### src/rtl/tx_fifo_module_pkg.sv
// Shared definitions for the UART 8N1 transmit path.
// Holds the FSM state encoding, default timing and the frame length.
package tx_fifo_module_pkg;

  typedef enum logic [1:0] {
    ST_IDLE  = 2'd0,
    ST_START = 2'd1,
    ST_DATA  = 2'd2,
    ST_STOP  = 2'd3
  } tx_state_e;

  localparam int DEF_BPS_CNT = 434;
  localparam int DEF_FIFO_AW = 2;
  localparam int FRAME_BITS  = 10;

endpackage

### src/rtl/tx_fifo_module_fifo.sv
// Small synchronous byte FIFO with first-word-fall-through read data.
// A push on a full FIFO is accepted only when a pop frees the slot in the same cycle.
module tx_fifo_module_fifo #(
  parameter int AW = 2,
  parameter int W  = 8
) (
  input  logic          i_clk,
  input  logic          i_rst_n,
  input  logic          i_wr,
  input  logic [W-1:0]  i_wdata,
  input  logic          i_rd,
  output logic [W-1:0]  o_rdata,
  output logic          o_full,
  output logic          o_empty,
  output logic [AW:0]   o_count
);

  localparam int DEPTH = 2 ** AW;
  localparam logic [AW:0] FULL_CNT = (AW + 1)'(DEPTH);

  logic [W-1:0]  r_mem [DEPTH];
  logic [AW-1:0] r_wr_ptr;
  logic [AW-1:0] r_rd_ptr;
  logic [AW:0]   r_count;
  logic          w_push;
  logic          w_pop;

  assign o_full  = (r_count == FULL_CNT);
  assign o_empty = (r_count == '0);
  assign o_count = r_count;
  assign o_rdata = r_mem[r_rd_ptr];

  assign w_pop  = i_rd & ~o_empty;
  assign w_push = i_wr & (~o_full | w_pop);

  always_ff @(posedge i_clk) begin
    if (!i_rst_n) begin
      r_wr_ptr <= '0;
      r_rd_ptr <= '0;
      r_count  <= '0;
    end else begin
      if (w_push) r_wr_ptr <= r_wr_ptr + 1'b1;
      if (w_pop)  r_rd_ptr <= r_rd_ptr + 1'b1;
      case ({w_push, w_pop})
        2'b10:   r_count <= r_count + 1'b1;
        2'b01:   r_count <= r_count - 1'b1;
        default: r_count <= r_count;
      endcase
    end
  end

  // Storage is not reset; only the pointers define what is valid.
  always_ff @(posedge i_clk) begin
    if (w_push) r_mem[r_wr_ptr] <= i_wdata;
  end

endmodule

### src/rtl/tx_fifo_module.sv
// UART 8N1 transmitter fed by a small byte FIFO; frames go out back-to-back
// while data is queued, and the line output is registered from the FSM state.
module tx_fifo_module
  import tx_fifo_module_pkg::*;
#(
  parameter int BPS_CNT = DEF_BPS_CNT,
  parameter int FIFO_AW = DEF_FIFO_AW
) (
  input  logic             CLK,
  input  logic             RSTn,
  input  logic [7:0]       TX_Data,
  input  logic             TX_Wr_Sig,
  output logic             TX_Full_Sig,
  output logic [FIFO_AW:0] TX_Level,
  output logic             TX_Busy_Sig,
  output logic             TX_Done_Sig,
  output logic             TX_Ovf_Sig,
  output logic             TX_Pin_Out
);

  localparam int CW = (BPS_CNT > 1) ? $clog2(BPS_CNT) : 1;
  localparam logic [CW-1:0] CNT_MAX = CW'(BPS_CNT - 1);

  tx_state_e     r_state, w_state_nxt;
  logic [CW-1:0] r_bit_cnt, w_cnt_nxt;
  logic [2:0]    r_bit_idx, w_idx_nxt;
  logic [7:0]    r_shift, w_shift_nxt;
  logic          r_pin, r_done, r_ovf;
  logic          w_line, w_done, w_pop, w_bit_end;
  logic          w_full, w_empty;
  logic [7:0]    w_rdata;

  tx_fifo_module_fifo #(.AW(FIFO_AW), .W(8)) u_fifo (
    .i_clk   (CLK),
    .i_rst_n (RSTn),
    .i_wr    (TX_Wr_Sig),
    .i_wdata (TX_Data),
    .i_rd    (w_pop),
    .o_rdata (w_rdata),
    .o_full  (w_full),
    .o_empty (w_empty),
    .o_count (TX_Level)
  );

  assign w_bit_end   = (r_bit_cnt == CNT_MAX);
  assign TX_Full_Sig = w_full;
  assign TX_Busy_Sig = (r_state != ST_IDLE);
  assign TX_Done_Sig = r_done;
  assign TX_Ovf_Sig  = r_ovf;
  assign TX_Pin_Out  = r_pin;

  always_comb begin
    w_state_nxt = r_state;
    w_cnt_nxt   = r_bit_cnt;
    w_idx_nxt   = r_bit_idx;
    w_shift_nxt = r_shift;
    w_pop       = 1'b0;
    w_line      = 1'b1;
    w_done      = 1'b0;
    case (r_state)
      ST_IDLE: begin
        if (!w_empty) begin
          w_pop       = 1'b1;
          w_shift_nxt = w_rdata;
          w_cnt_nxt   = '0;
          w_state_nxt = ST_START;
        end
      end
      ST_START: begin
        w_line = 1'b0;
        if (w_bit_end) begin
          w_cnt_nxt   = '0;
          w_idx_nxt   = '0;
          w_state_nxt = ST_DATA;
        end else begin
          w_cnt_nxt = r_bit_cnt + 1'b1;
        end
      end
      ST_DATA: begin
        w_line = r_shift[0];
        if (w_bit_end) begin
          w_cnt_nxt   = '0;
          w_shift_nxt = r_shift >> 1;
          if (r_bit_idx == 3'd7) w_state_nxt = ST_STOP;
          else                   w_idx_nxt   = r_bit_idx + 1'b1;
        end else begin
          w_cnt_nxt = r_bit_cnt + 1'b1;
        end
      end
      ST_STOP: begin
        // A queued byte starts its start bit right after this stop bit.
        if (w_bit_end) begin
          w_done    = 1'b1;
          w_cnt_nxt = '0;
          if (!w_empty) begin
            w_pop       = 1'b1;
            w_shift_nxt = w_rdata;
            w_state_nxt = ST_START;
          end else begin
            w_state_nxt = ST_IDLE;
          end
        end else begin
          w_cnt_nxt = r_bit_cnt + 1'b1;
        end
      end
      default: w_state_nxt = ST_IDLE;
    endcase
  end

  always_ff @(posedge CLK) begin
    if (!RSTn) begin
      r_state   <= ST_IDLE;
      r_bit_cnt <= '0;
      r_bit_idx <= '0;
      r_shift   <= '0;
      r_pin     <= 1'b1;
      r_done    <= 1'b0;
      r_ovf     <= 1'b0;
    end else begin
      r_state   <= w_state_nxt;
      r_bit_cnt <= w_cnt_nxt;
      r_bit_idx <= w_idx_nxt;
      r_shift   <= w_shift_nxt;
      r_pin     <= w_line;
      r_done    <= w_done;
      r_ovf     <= r_ovf | (TX_Wr_Sig & w_full & ~w_pop);
    end
  end

endmodule

### config.mk
export PLATFORM = sky130hd
export DESIGN_NAME = tx_fifo_module
export DESIGN_NICKNAME = d
export VERILOG_FILES = /design/src/rtl/tx_fifo_module_pkg.sv /design/src/rtl/tx_fifo_module_fifo.sv /design/src/rtl/tx_fifo_module.sv
export SDC_FILE = /design/constraint.sdc
export NUM_CORES = 1
export LEC_CHECK = 0
export ABC_CLOCK_PERIOD_IN_PS = 3250
export CAP_MARGIN = 10
export CORE_UTILIZATION = 30
export DETAILED_ROUTE_END_ITERATION = 7
export GPL_TIMING_DRIVEN = 0
export PLACE_DENSITY = 0.44
export SLEW_MARGIN = 40
export SYNTH_ARGS = -nofsm -noshare
export SYNTH_HDL_FRONTEND = slang
export SYNTH_SLANG_ARGS = --single-unit
### constraint.sdc
create_clock -name CLK -period 3.25 [get_ports CLK]
set_input_delay 0.975 -clock CLK [delete_from_list [all_inputs] [get_ports CLK]]
set_output_delay 0.975 -clock CLK [all_outputs]
set_load 0.03 [all_outputs]
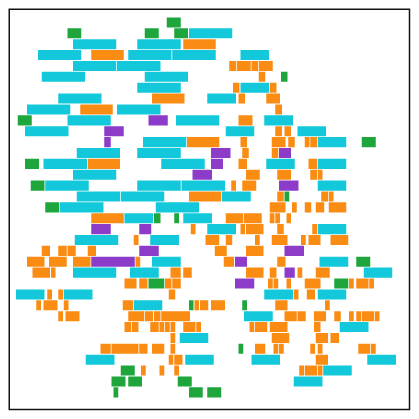
run_1/class_map.png
Drawn at 4 px/um.
| colour | class | cells | share of their area |
|---|---|---|---|
| orange | remaining logic cells | 158 | 36% |
| purple | clock drivers and dummy loads | 16 | 6.2% |
| cyan | registers | 66 | 51% |
| green | remaining buffers and delay cells | 26 | 6.6% |
final core occ: 36.74%
Seq area share: 48.36%
cell area after layout: 3395 um2

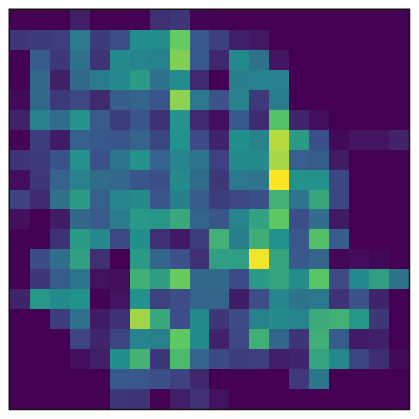
run_1/route_heat.png
Drawn at 4 px/um. 20 x 20 tiles, from dark purple (low) to yellow (high), scaled to the fullest tile. Values are wire area over tile area, all layers added.
fullest tile: 0.34
densest ninth of the die: centre
mean over tiles: 0.079
nearly empty tiles: 28%
tiles over half the peak: 14%

==> flow_summary.ini, run 1 <==
; synthesis and place-and-route metrics
[power_and_ir_drop]
clkPwrFrac_pct = 24.1
power_w = 0.002884
switching_share_pct = 36.05
p_per_area_nw_per_um2 = 849.5
p_int_w = 0.001844
seq_power_w = 0.00110
pwr.group.combinational_w = 0.00109
power_leader = sequential cells
combinationalPowerShare_pct = 37.8
vdd_drop_max_v = 0.0003002
leakage_nw = 1.248

[worst_setup_path]
critPathKind = reg2out
cpMostUsedCell = inv_1
r2r_end = u_fifo.r_mem[3][0]
critical_path.slowest_cell = clkdlybuf4s50_1
max_stage_delay_ns = 0.68
r2r_cells = 7
crit_start = r_state[1]
crit_path_end = TX_Busy_Sig
crit_cells = 4
worstPathRequired_ns = 2.27
path_buffers = 3
end_kind = output port
worstPathArrival_ns = 1.84
r2r-start = r_state[1]

[timing]
grt_setup_unrepaired = false
setup_viol = 0
holdWs_ns = 0.4581
worst_pin_slew_ns = 0.6032
max_slew_margin_pct = 59.79
max_freq_ghz = 0.3552
skew_ns = 0.008327
final.setup.tns_ns = 0
finalWorstPathRequiredPeriod_ns = 2.816
finalCritPeriodShare_pct = 86.64

[logic_synthesis]
yosysMostFrequentCell = dfxtp_1
ys_sh_aoi_pct = 8.395
synthMuxAreaShare_pct = 10.14
syn_avg_cell_area_um2 = 12.28
simple_gate_area_share_pct = 11.15
ys_area_um2 = 2861
postSynth.asyncResetShare_pct = 0
synth_top_area_share_pct = 33.58
ys_seq_share_pct = 57.37
edf_count = 32
area_leaders = edfxtp_1 34%, dfxtp_1 24%, mux4_2 6.3%
syn-num-nets = 258
synthAdderAreaFrac_pct = 6.384
ys_cells = 233
ys_warn_count = 0
logic_family = simple AND/OR/NAND/NOR gates
synthTopCellsByCount = 34 x dfxtp_1, 32 x edfxtp_1, 21 x nor2_1
top_area_cell = edfxtp_1
syn-instance-count = 233

[grt]
grt_max_degree = 14
grt_pass1_wl_um = 8742
antenna_found_initial = 0
grtUsageMet1_pct = 14.36
grt_busiest_layer = met2
grt_pass1_vias = 1795

[cts]
cts.repair.resized = 0
ctsLongestPathBuffers = 2
h-tree-depth = 3
clkSinkCount = 66
cts_tree = done
path_clk_slew_ns = 0.08
hold_buffers = 0
post_cts_buffers = 0
cts_buffers = 9
root_buffer = clkbuf_8

[die]
fp_util_pct = 30.97
dieArea_um2 = 9933
core_um2 = 9240
fp.dieW_um = 99.67
tap_cells = 129

[final_layout]
comb_share_pct = 32.99
buf_share_pct = 6.303
diodes = 0
largest_class = sequential cells
final_nets = 286
inverters_excl_clock = 15
area_delta_synth_final_pct = 18.63
drive_gt1_share_pct = 12.03
comb.multi_input.count = 143
fin_cells = 395
final-clk-cell-share_pct = 5.934
layout.cells.most_common = dfxtp_1
comb_area_um2 = 1120
buffers = 26
clockBufferCount = 9
layout.area.seq_um2 = 1642
top_register = u_fifo.r_mem
largestRegisters = u_fifo.r_mem (32), r_bit_cnt (9), r_shift (8)
largest_register_ffs = 32

[job]
maxCapViolCount = 0

[placed_design]
post_dp_cell_area_um2 = 3193
preCtsSetupSlack_ns = 0.4006
dp.cells = 379
gp_routability_congestion = 0.7474
port_buffers = 17

[worst_hold_path]
hold_depth = 2
worst_hold_startpoint = r_bit_idx[1]
min_to = r_bit_idx[1]
hp-class = reg2reg

[status]
outcome = completed

[route]
wl_met1_um = 2544
drtAntennaViolNets = 0
drt_iter0_markers = 33
wl_met2_um = 2437
dr.pass1.iters = 4
wire_per_inst_um = 13.10
met3WireLength_um = 163
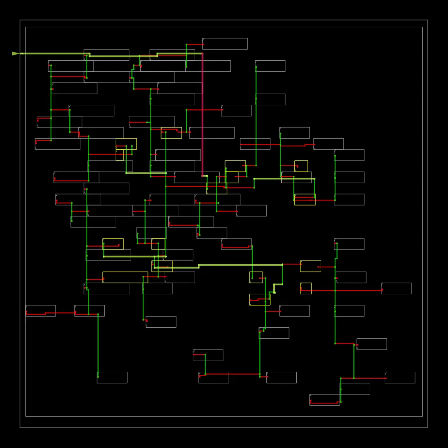
run_1/clock_nets.png
clock latency on the worst-skew pair: 0.34 ns
flop count: 66

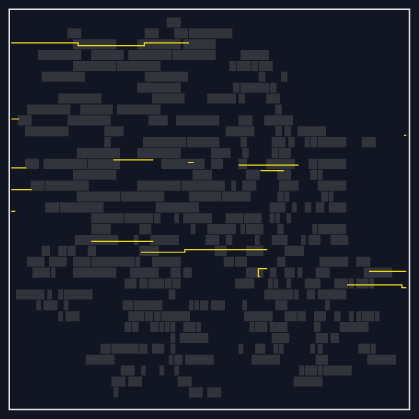
run_1/m3.png
Drawn at 4 px/um.
longest straight run: 20.5 um
wire length on this layer: 163 um
nets with wire on the layer: 10
main direction: horizontal
WL final: 5175 um
via count: 1743
met3 Resource Use GR: 4.076%

==> run 1 -> run 2 <==
CTS_CLUSTER_DIAMETER = 100   (was not set)
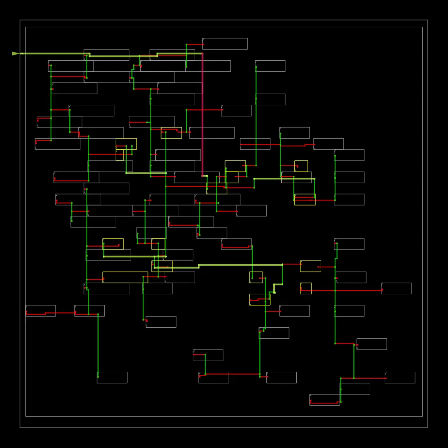
run_2/clock_nets.png
clk_skew: 0.008327 ns
clk sinks: 66
Clock group: 0.000696 W
Clock Buffer Count: 9

==> run 2 against run 1 <==
  * Fmax did not move
  * Largest power group unchanged
  * Non-clock buffer count did not move
  * Sequential share of layout area did not move
  * Critical endpoint unchanged
  * Critical path type unchanged
==> flow_summary.ini, run 2 <==
; synthesis and place-and-route metrics
[cts]
root_buffer = clkbuf_8
cts_buffers = 9
h-tree-depth = 3
cts_tree = done
cts.repair.resized = 0
ctsLongestPathBuffers = 2
path_clk_slew_ns = 0.08
hold_buffers = 0
post_cts_buffers = 0

[final_layout]
seqAreaFraction_pct = 48.36
comb.multi_input.count = 143
area_delta_synth_final_pct = 18.63
fin_cells = 395
final_util_pct = 36.74
top_register = u_fifo.r_mem
diodes = 0
flop-count = 66
largestRegisters = u_fifo.r_mem (32), r_bit_cnt (9), r_shift (8)
inverters_excl_clock = 15
drive_gt1_share_pct = 12.03
comb_share_pct = 32.99
final-clk-cell-share_pct = 5.934
layout.area.seq_um2 = 1642
buf_share_pct = 6.303
largest_register_ffs = 32
largest_class = sequential cells
buffers = 26
postLayoutCellArea_um2 = 3395
layout.cells.most_common = dfxtp_1
final_nets = 286

[route]
dr.pass1.iters = 4
drtAntennaViolNets = 0
wl_met2_um = 2437
wire_per_inst_um = 13.10
drt_wl_total_um = 5175
wl_met1_um = 2544
drt_iter0_markers = 33
met3WireLength_um = 163
num_vias = 1743

[worst_setup_path]
worstPathArrival_ns = 1.84
r2r_end = u_fifo.r_mem[3][0]
critical_path.slowest_cell = clkdlybuf4s50_1
crit_cells = 4
r2r-start = r_state[1]
crit_path_end = TX_Busy_Sig
max_stage_delay_ns = 0.68
end_kind = output port
r2r_cells = 7
crit_start = r_state[1]
worstPathRequired_ns = 2.27
cpMostUsedCell = inv_1
path_buffers = 3
critPathKind = reg2out

[timing]
grt_setup_unrepaired = false
max_slew_margin_pct = 59.79
finalWorstPathRequiredPeriod_ns = 2.816
finalCritPeriodShare_pct = 86.64
holdWs_ns = 0.4581
final.setup.tns_ns = 0
max_freq_ghz = 0.3552
worst_pin_slew_ns = 0.6032
setup_viol = 0

[job]
maxCapViolCount = 0

[logic_synthesis]
top_area_cell = edfxtp_1
synth_top_area_share_pct = 33.58
ys_area_um2 = 2861
area_leaders = edfxtp_1 34%, dfxtp_1 24%, mux4_2 6.3%
ys_sh_aoi_pct = 8.395
syn_area_um2 = 2861
ys_seq_share_pct = 57.37
ys_cells = 233
simple_gate_area_share_pct = 11.15
syn_avg_cell_area_um2 = 12.28
synthTopCellsByCount = 34 x dfxtp_1, 32 x edfxtp_1, 21 x nor2_1
ys_warn_count = 0
yosysMostFrequentCell = dfxtp_1
logic_family = simple AND/OR/NAND/NOR gates
synthAdderAreaFrac_pct = 6.384
syn-num-nets = 258
postSynth.asyncResetShare_pct = 0
edf_count = 32
synthMuxAreaShare_pct = 10.14

[grt]
grt_pass1_vias = 1795
use_met3_pct = 4.076
grt_busiest_layer = met2
grt_pass1_wl_um = 8742
grt_max_degree = 14
grtUsageMet1_pct = 14.36
antenna_found_initial = 0

[placed_design]
gp_routability_congestion = 0.7474
post_dp_cell_area_um2 = 3193
port_buffers = 17
dp.cells = 379
preCtsSetupSlack_ns = 0.4006

[power_and_ir_drop]
combinationalPowerShare_pct = 37.8
leakage_nw = 1.248
power_leader = sequential cells
switching_share_pct = 36.05
seq_power_w = 0.00110
vdd_drop_max_v = 0.0003002
clkPwrFrac_pct = 24.1
p_per_area_nw_per_um2 = 849.5
p_int_w = 0.001844
pwr.group.combinational_w = 0.00109

[die]
dieArea_um2 = 9933
tap_cells = 129
fp.dieW_um = 99.67
fp_util_pct = 30.97

[status]
outcome = completed

[worst_hold_path]
min_to = r_bit_idx[1]
hp-class = reg2reg
hold_depth = 2
worst_hold_startpoint = r_bit_idx[1]
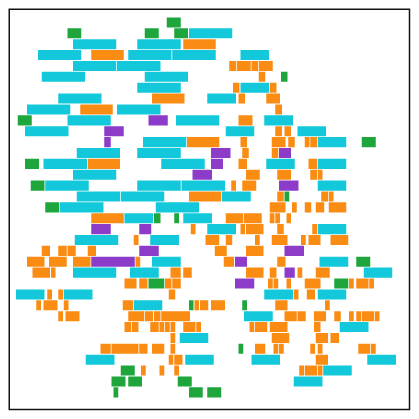
run_2/class_map.png
Drawn at 4 px/um.
cell row count: 35
CORE AREA: 9240 um2

==> run 2 -> run 3 <==
CTS_CLUSTER_DIAMETER = not set   (was 100)
TNS_END_PERCENT = 50   (was not set)
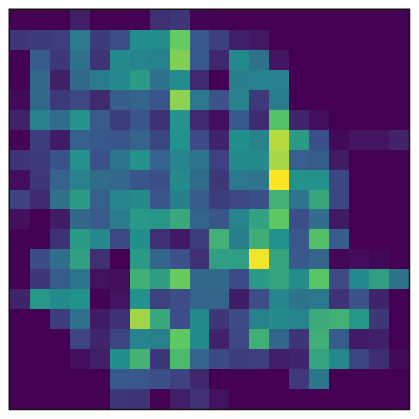
run_3/route_heat.png
Drawn at 4 px/um. 20 x 20 tiles, from dark purple (low) to yellow (high), scaled to the fullest tile. Values are wire area over tile area, all layers added.
GRT Resource Usage Total: 11.55%
per-cell routed wire length: 13.10 um

==> run 3 against run 2 <==
  * Via count unchanged
  * Hold slack unchanged
  * Synthesized cell count unchanged
  * Count of clock-buffer cells in the layout unchanged
  * Non-clock buffer count unchanged
  * Fmax unchanged
  * Cell area unchanged
  * Sequential power about the same
  * Sequential share of layout area unchanged
  * Critical path depth unchanged
  * Power unchanged
  * Register-to-register slack about the same
  * Critical path type unchanged
  * Largest cell class unchanged
  * Largest power group unchanged
==> flow_summary.ini, run 3 <==
; synthesis and place-and-route metrics
[final_layout]
area_delta_synth_final_pct = 18.63
final_nets = 286
largestRegisters = u_fifo.r_mem (32), r_bit_cnt (9), r_shift (8)
buffers = 26
final_util_pct = 36.74
buf_share_pct = 6.303
seqAreaFraction_pct = 48.36
diodes = 0
comb.multi_input.count = 143
postLayoutCellArea_um2 = 3395
layout.cells.most_common = dfxtp_1
layout.area.seq_um2 = 1642
largest_register_ffs = 32
inverters_excl_clock = 15
fin_cells = 395
flop-count = 66
final-clk-cell-share_pct = 5.934

[placed_design]
preCtsSetupSlack_ns = 0.4006
dp.cells = 379
post_dp_cell_area_um2 = 3193
gp_routability_congestion = 0.7474
port_buffers = 17

[timing]
worst_pin_slew_ns = 0.6032
holdWs_ns = 0.4581
max_slew_margin_pct = 59.79
skew_ns = 0.008327
final.setup.tns_ns = 0
setup_viol = 0
max_freq_ghz = 0.3552

[die]
dieArea_um2 = 9933
rows = 35
fp.dieW_um = 99.67
core_um2 = 9240
tap_cells = 129

[worst_setup_path]
critical_path.slowest_cell = clkdlybuf4s50_1
worstPathArrival_ns = 1.84
r2r_cells = 7
r2r_end = u_fifo.r_mem[3][0]
end_kind = output port
crit_path_end = TX_Busy_Sig
crit_start = r_state[1]
worstPathRequired_ns = 2.27

[grt]
use_met3_pct = 4.076
grt_pass1_wl_um = 8742
grtUsageMet1_pct = 14.36
grt_busiest_layer = met2
antenna_found_initial = 0
grt_max_degree = 14

[route]
drtAntennaViolNets = 0
dr.pass1.iters = 4
drt_iter0_markers = 33
drt_wl_total_um = 5175
num_vias = 1743

[logic_synthesis]
top_area_cell = edfxtp_1
ys_warn_count = 0
ys_area_um2 = 2861
edf_count = 32
yosysMostFrequentCell = dfxtp_1
synthMuxAreaShare_pct = 10.14
synthAdderAreaFrac_pct = 6.384
ys_seq_share_pct = 57.37
postSynth.asyncResetShare_pct = 0
logic_family = simple AND/OR/NAND/NOR gates
synth_top_area_share_pct = 33.58

[power_and_ir_drop]
switching_share_pct = 36.05
seq_power_w = 0.00110
pwr.group.combinational_w = 0.00109
combinationalPowerShare_pct = 37.8
power_leader = sequential cells
p_int_w = 0.001844

[cts]
hold_buffers = 0
path_clk_slew_ns = 0.08
post_cts_buffers = 0
cts.repair.resized = 0
clkSinkCount = 66
h-tree-depth = 3
root_buffer = clkbuf_8

[worst_hold_path]
hold_depth = 2
min_to = r_bit_idx[1]
worst_hold_startpoint = r_bit_idx[1]
hp-class = reg2reg

[status]
outcome = completed
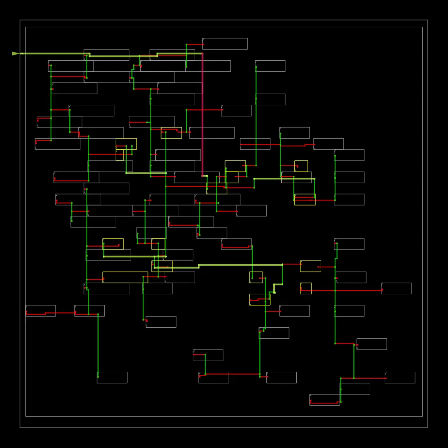
run_3/clock_nets.png
cts bufs inserted: 9

Power and IR drop assume default switching activity.
